===== src/rtl/pc_sequencer.sv =====
// Multi-cycle fetch/decode/execute sequencer owning the program counter.
// Fetches over a req/ack port, decodes the opcode and hands ALU work to the datapath.
module pc_sequencer #(
  parameter int              PC_W     = 8,
  parameter int              INSTR_W  = 16,
  parameter logic [PC_W-1:0] RESET_PC = '0
) (
  input  logic               clk,
  input  logic               rst_n,
  input  logic               start,
  input  logic               stop,
  output logic               imem_req,
  output logic [PC_W-1:0]    imem_addr,
  input  logic               imem_ack,
  input  logic [INSTR_W-1:0] imem_rdata,
  output logic               ex_start,
  input  logic               ex_done,
  input  logic [3:0]         alu_result,
  output logic [PC_W-1:0]    pc,
  output logic [INSTR_W-1:0] ir,
  output logic               halted,
  output logic               busy
);

  typedef enum logic [2:0] {
    IDLE,
    FETCH,
    DECODE,
    FETCH2,
    EXEC,
    HALT
  } state_t;

  localparam logic [3:0] OP_HALT   = 4'h0;
  localparam logic [3:0] OP_JUMP   = 4'h5;
  localparam logic [3:0] OP_BRANCH = 4'h6;

  state_t          state;
  logic [7:0]      offset;
  logic [3:0]      op;
  logic [PC_W-1:0] jump_target;
  logic [PC_W-1:0] exec_next_pc;

  assign op          = ir[INSTR_W-1 -: 4];
  assign jump_target = PC_W'(ir[7:0]);

  // Offset is unsigned; all PC arithmetic wraps at 2^PC_W.
  always_comb begin
    exec_next_pc = pc + PC_W'(1);
    if (op == OP_BRANCH) begin
      if (alu_result == 4'd1) begin
        exec_next_pc = pc + PC_W'(offset) + PC_W'(2);
      end else begin
        exec_next_pc = pc + PC_W'(2);
      end
    end
  end

  always_ff @(posedge clk or negedge rst_n) begin
    if (!rst_n) begin
      state     <= IDLE;
      pc        <= RESET_PC;
      ir        <= '0;
      offset    <= '0;
      imem_req  <= 1'b0;
      imem_addr <= '0;
      ex_start  <= 1'b0;
      halted    <= 1'b0;
      busy      <= 1'b0;
    end else begin
      ex_start <= 1'b0;
      case (state)
        IDLE: begin
          if (start && !stop) begin
            state     <= FETCH;
            imem_req  <= 1'b1;
            imem_addr <= pc;
            busy      <= 1'b1;
          end
        end
        FETCH: begin
          if (imem_ack) begin
            ir       <= imem_rdata;
            imem_req <= 1'b0;
            state    <= DECODE;
          end
        end
        DECODE: begin
          case (op)
            OP_HALT: begin
              state  <= HALT;
              halted <= 1'b1;
              busy   <= 1'b0;
            end
            OP_JUMP: begin
              pc <= jump_target;
              if (stop) begin
                state <= IDLE;
                busy  <= 1'b0;
              end else begin
                state     <= FETCH;
                imem_req  <= 1'b1;
                imem_addr <= jump_target;
              end
            end
            OP_BRANCH: begin
              state     <= FETCH2;
              imem_req  <= 1'b1;
              imem_addr <= pc + PC_W'(1);
            end
            default: begin
              state    <= EXEC;
              ex_start <= 1'b1;
            end
          endcase
        end
        FETCH2: begin
          if (imem_ack) begin
            offset   <= imem_rdata[7:0];
            imem_req <= 1'b0;
            state    <= EXEC;
            ex_start <= 1'b1;
          end
        end
        EXEC: begin
          // ex_start is still high on the first EXEC cycle, so a coincident ex_done is dropped.
          if (ex_done && !ex_start) begin
            pc <= exec_next_pc;
            if (stop) begin
              state <= IDLE;
              busy  <= 1'b0;
            end else begin
              state     <= FETCH;
              imem_req  <= 1'b1;
              imem_addr <= exec_next_pc;
            end
          end
        end
        HALT: begin
          state <= HALT;
        end
        default: begin
          state <= IDLE;
        end
      endcase
    end
  end

endmodule


===== config.mk =====
export PLATFORM = sky130hd
export DESIGN_NAME = pc_sequencer
export DESIGN_NICKNAME = d
export VERILOG_FILES = /design/src/rtl/pc_sequencer.sv
export SDC_FILE = /design/constraint.sdc
export NUM_CORES = 1
export LEC_CHECK = 0
export ABC_AREA = 0
export CAP_MARGIN = 20
export CORE_MARGIN = 2
export CORE_UTILIZATION = 40
export DETAILED_ROUTE_END_ITERATION = 8
export GPL_ROUTABILITY_DRIVEN = 1
export PLACE_DENSITY = 0.68
export SLEW_MARGIN = 20
export SYNTH_ARGS = -nofsm -noshare
export SYNTH_HDL_FRONTEND = slang
export SYNTH_SLANG_ARGS = --single-unit

===== constraint.sdc =====
create_clock -name clk -period 4.8 [get_ports clk]
set_clock_uncertainty 0.1 [all_clocks]
set_input_delay 0.48 -clock clk [delete_from_list [all_inputs] [get_ports clk]]
set_output_delay 0.48 -clock clk [all_outputs]
set_load 0.01 [all_outputs]

**Run 1: clock distribution**

Drawn at 4 px/um.
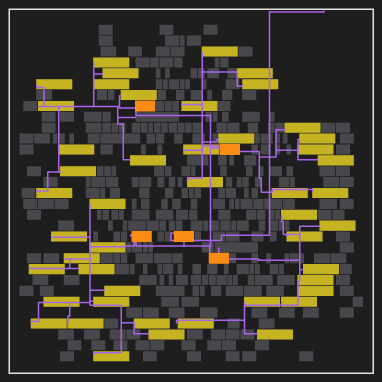
[flip-flops] yellow | count: 47
[cells driving clock nets] orange | count: 5
[clock wires] purple | length: 662 um
routed clock nets	6
flops lie	widely spread

**Run 1: the metal 1 layer**

Drawn at 3 px/um. Supply wires on this layer in grey.
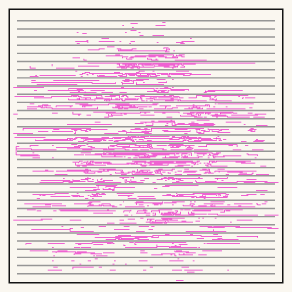
wire length on this layer	3,390 um
share of all routed wire	44%

**Run 1: signal wires on met3**

Drawn at 4 px/um.
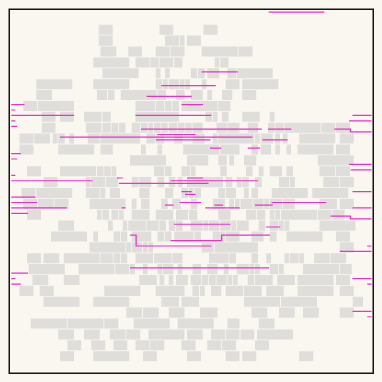
nets with wire on the layer	53
main direction	horizontal
share of all routed wire	6.8%
longest straight run	47.8 um

**Run 1: clock routing**

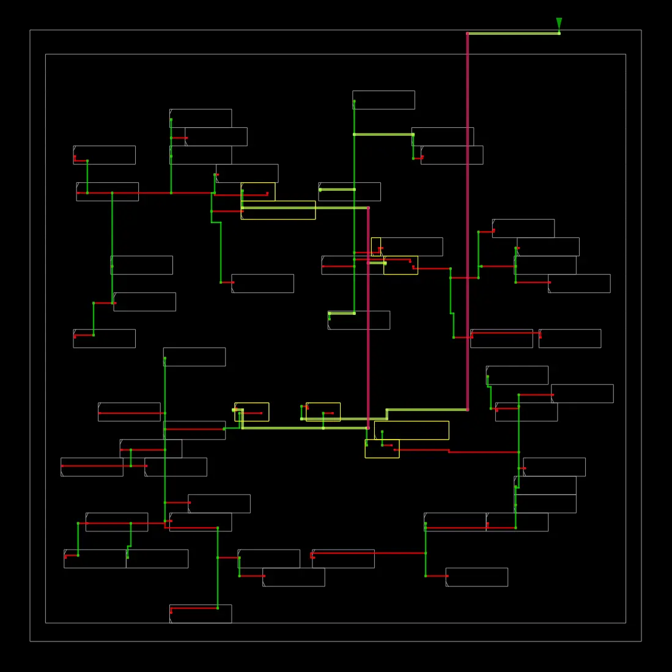
Power Clock: 0.000347 W
clock buffer count: 6
TritonCTS buffer count: 5
worst skew pair latency: 310 ps

==> results.cfg, run 1 <==
; generated from flow reports
[worst_setup_path]
crit_path_start = pc[1]
required_ps = 4870
worstSetupEndpoint = pc[7]
r2r_cells = 12
critical_path_class = flop to flop
rrSetupSlack_ps = 2140
r2r-start = pc[1]
crit_path_end_kind = flop
regToRegEndpoint = pc[7]

[power_and_ir_drop]
ir_drop_uv = 300
swShare = 0.424
clkPwrFrac = 0.124
power_leakage_nw = 1.53
pwr-share-seq = 0.313
power_density_mw_per_mm2 = 743

[cts]
clockBufferDepth = 2
ctsResizeCount = 0
clk_pin_slew_worst_paths_ps = 100
postCtsSetupBuffers = 0
cts_hold_buffers = 0

[timing]
setup_violations = 0
worst_slack_ps = 2140
hold_violations = 0
slew_headroom = 0.403
timing.final.crit_share = 0.555
fmax_ghz = 0.376
slew_violations = 0
hold-worst-slack_ps = 81.1

[floorplan]
die_h_um = 90.6
ios = 62
die_x_um = 90.6
rows = 31

[yosys]
fp_nets = 359
most_common_cell = dfrtp_1
synth_stat.cells = 317
ys_warn_count = 0
ys.flops = 47
top_cells_by_count = dfrtp_1, nand2_1, nor2_1
yosysTopAreaCell = dfrtp_1

[hold_path]
min_path_type = input port to asynchronous set/reset pin

[placed_design]
hpwl_um = 5540
dpl_cell_area_mm2 = 0.00364
dp_slack_ps = 2160
gp_congestion = 0.915

[finish]
stdcell_count = 466

[detailed_routing]
vias = 2668
wl_per_cell_um = 16.5
ant_nets = 0

[run_status]
status = completed

[global_routing]
grt_start_max_net_pins = 48
first_global_vias = 2553
==> run 1: area by class of cell <==
| class | instances | area, um^2 |
|---|---|---|
| Inverter | 11 | 41.3 |
| Sequential cell | 47 | 1180 |
| Tap cell | 99 | 124 |
| Clock buffer | 6 | 72.6 |
| Clock inverter | 2 | 60.1 |
| Timing Repair Buffer | 62 | 616 |
| Multi-Input combinational cell | 239 | 1680 |
| Fill cell | 706 | 3480 |
==> run 1: power groups by stage <==
stage | combinational [W] | clock (W) | sequential, W
after floorplan | 0.00106 | 0 | 0.000821
after global placement | 0.00154 | 0 | 0.000875
after detailed placement | 0.00158 | 0 | 0.000885
after CTS | 0.00158 | 0.000355 | 0.000877
after global routing | 0.00176 | 0.000370 | 0.000916
final | 0.00158 | 0.000347 | 0.000877
==> run 1: per-layer routing <==
layer / up-vias / wire length [um] / track usage
met5: - / 0 / 0
met4: 0 / 95 / 0.0538
met3: 7 / 525 / 0.0467
met2: 94 / 3670 / 0.313
met1: 1306 / 3390 / 0.257
li1: 1261 / - / -
==> run 1: worst max-delay path, cell delays in order (launching register included) <==
cell	delay, ps
dfrtp_1	500
inv_1	100
ha_1	280
inv_1	60
ha_1	180
inv_1	60
fa_1	400
nor2b_1	160
o31ai_1	100
a21oi_1	170
xnor2_1	90
o21ai_0	200
a31oi_1	110
==> run 1: registers in the layout, indices dropped and copies added, names as in the netlist <==
name       count
imem_req       1
ex_start       1
imem_addr      8
offset         8
ir            16
state          3
halted         1
pc             8
busy           1
==> run 1: kinds of logic (layout without fill, tap and decap cells) <==
kind of cell,count (synthesis),after routing,share of synthesized area
xor+xnor,14,14,0.0409
compound gates,92,92,0.204
buf+inv,31,81,0.0475
mux,25,25,0.0930
simple gates,92,92,0.154
fa+ha+maj,16,16,0.0692
flops,47,47,0.392
==> run 2: changes to the inputs <==
--- a/config.mk
+++ b/config.mk
@@ -11,7 +11,7 @@
 export CORE_UTILIZATION = 40
 export DETAILED_ROUTE_END_ITERATION = 8
 export GPL_ROUTABILITY_DRIVEN = 1
-export PLACE_DENSITY = 0.68
+export PLACE_DENSITY = 0.7
 export SLEW_MARGIN = 20
 export SYNTH_ARGS = -nofsm -noshare
 export SYNTH_HDL_FRONTEND = slang
==> constraint.sdc (replaced) <==
create_clock -name clk -period 2.2 [get_ports clk]
set_clock_uncertainty 0.1 [all_clocks]
set_input_delay 0.22 -clock clk [delete_from_list [all_inputs] [get_ports clk]]
set_output_delay 0.22 -clock clk [all_outputs]
set_load 0.01 [all_outputs]
**Run 2: clock distribution**

Drawn at 4 px/um.
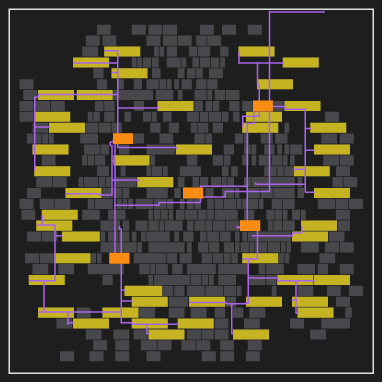
[flip-flops] yellow | count: 47
[cells driving clock nets] orange | count: 5
[clock wires] purple | length: 620 um
flops lie	widely spread

==> run 2 against run 1 <==
  * The flow now finishes with violations (negative setup slack)
  * Worst setup slack got worse by 2200 ps
  * Critical path depth stayed put
  * Die size is the same
  * Sequential share of layout area down 3.6 points
==> results.cfg, run 2 <==
; generated from flow reports
[timing]
fmax_ghz = 0.438
worst_slew_pin_slew_ps = 614
setup_violations = 6
slew_headroom = 0.589
worst_slack_ps = -80.8
timing.final.crit_share = 1.04
hold_violations = 0
hold-worst-slack_ps = 338
slew_violations = 0

[global_routing]
first_global_vias = 2821
grt_start_max_net_pins = 25

[finish]
largest_reg_flops = 16
flop_area_mm2 = 0.00118
drive_above_1_share = 0.264
logic_area_mm2 = 0.00184
stdcell_count = 508
top_register = ir
fillers = 610

[worst_setup_path]
required_ps = 2300
cpPeakStageDelay_ps = 510
path_depth = 12
critical_path_class = flop to flop
crit_buf_inv = 4
crit_path_start = pc[1]
crit_path_end_kind = flop
worstSetupEndpoint = pc[2]
regToRegEndpoint = pc[2]
r2r_cells = 12
cp_top_family = adder cells
critPathSlowestCell = fa_2
timing.critical_path.cells = inv_2 > ha_4 > inv_2 > ha_4 > inv_2 > fa_2 > nor2_1 > a21oi_1 > a21oi_2 > buf_4 > a21oi_4 > a21oi_2
r2r-start = pc[1]
cpMostUsedCell = inv_2

[cts]
ctsResizeCount = 8
clockBufferDepth = 2
insertion_delay_ps = 310
cts_hold_buffers = 1
numCtsBuffers = 5
clk_pin_slew_worst_paths_ps = 90

[yosys]
most_common_cell = dfrtp_1
ys_sh_mux = 0.0930
fp_nets = 359
xor_share = 0.0409
synthTopLogicFamily = AND-OR/OR-AND gates
ys.flops = 47
aoi_share = 0.204
ys_sh_simple = 0.154
ys_warn_count = 0
yosysTopAreaCell = dfrtp_1
synth_stat.cells = 317

[power_and_ir_drop]
power_density_mw_per_mm2 = 1680
swShare = 0.414
ir_drop_uv = 683
pwr-share-seq = 0.235
clkPwrFrac = 0.104

[floorplan]
rows = 31
chipArea_mm2 = 0.00821
ios = 62
die_h_um = 90.6
die_x_um = 90.6

[placed_design]
dpl_cell_area_mm2 = 0.00397
gp_congestion = 0.935
hpwl_um = 5930
dp_slack_ps = -126

[hold_path]
min_path_type = input port to asynchronous set/reset pin

[run_status]
failed_checks = negative setup slack
status = finished with violations

[detailed_routing]
drc = 0
wl_met1_um = 3610
wl_met2_um = 4060
wl_per_cell_um = 16.1
highest_layer = met4
vias = 2793
wl_met3_um = 350
ant_nets = 0
**Run 2: signal wires on met3**

Drawn at 4 px/um.
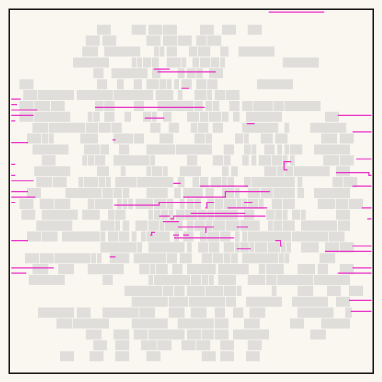
share of all routed wire	4.3%
nets with wire on the layer	47
main direction	horizontal
wire length on this layer	351 um
longest straight run	27.1 um

[run 2: cell counts after synthesis]
No cell type changed its count.
[run 2: layer usage]
| layer | vias up | GRT usage |
|---|---|---|
| li1 | 1341 | - |
| met1 | 1362 | 0.271 |
| met2 | 78 | 0.351 |
| met3 | 12 | 0.0301 |
| met4 | 0 | 0.0667 |
| met5 | - | 0 |
[run 2: stage by stage]
| step | TNS (ps) | total power, W |
|---|---|---|
| 4_1_cts | -213 | 0.00679 |
| 3_3_place_gp | -528 | 0.00575 |
| 2_1_floorplan | -135 | 0.00417 |
| 3_5_place_dp | -913 | 0.00583 |
| 5_1_grt | -1110 | 0.00775 |
| 6_report | -269 | 0.00717 |
[run 2: worst register-to-register path: cells and delay by family, from the launching register on]
family	cells	cell delay, ps
fa+ha+maj	3	830
compound gates	4	470
flops	1	410
buf+inv	4	310
simple gates	1	40
[run 2: logic make-up after synthesis]
group                      after synthesis
AOI/OAI and AO/OA                       92
xor gates and xnor gates                14
adders and majority gates               16
buffers and inverters                   31
DFF                                     47
muxes                                   25
and+or+nand+nor                         92
[run 2: power groups by stage]
stage / Sequential [W] / Clock, W / Combinational [W]
global placement: 0.00166 / 0 / 0.00408
CTS: 0.00168 / 0.000774 / 0.00434
detailed placement: 0.00169 / 0 / 0.00414
finish: 0.00168 / 0.000744 / 0.00474
global route: 0.00176 / 0.000807 / 0.00518
floorplan: 0.00180 / 0 / 0.00237
[run 2: cell type report]
| type | instances | share of cell area |
|---|---|---|
| multi-input cells | 239 | 0.431 |
| repair buffers | 104 | 0.224 |
| clock buffers | 6 | 0.0170 |
| inverters | 11 | 0.00966 |
| clock inverters | 2 | 0.0140 |
| flip-flops and latches | 47 | 0.276 |
| well taps | 99 | 0.0290 |
Power figures rest on the tool's default switching activity, not on a simulated workload.
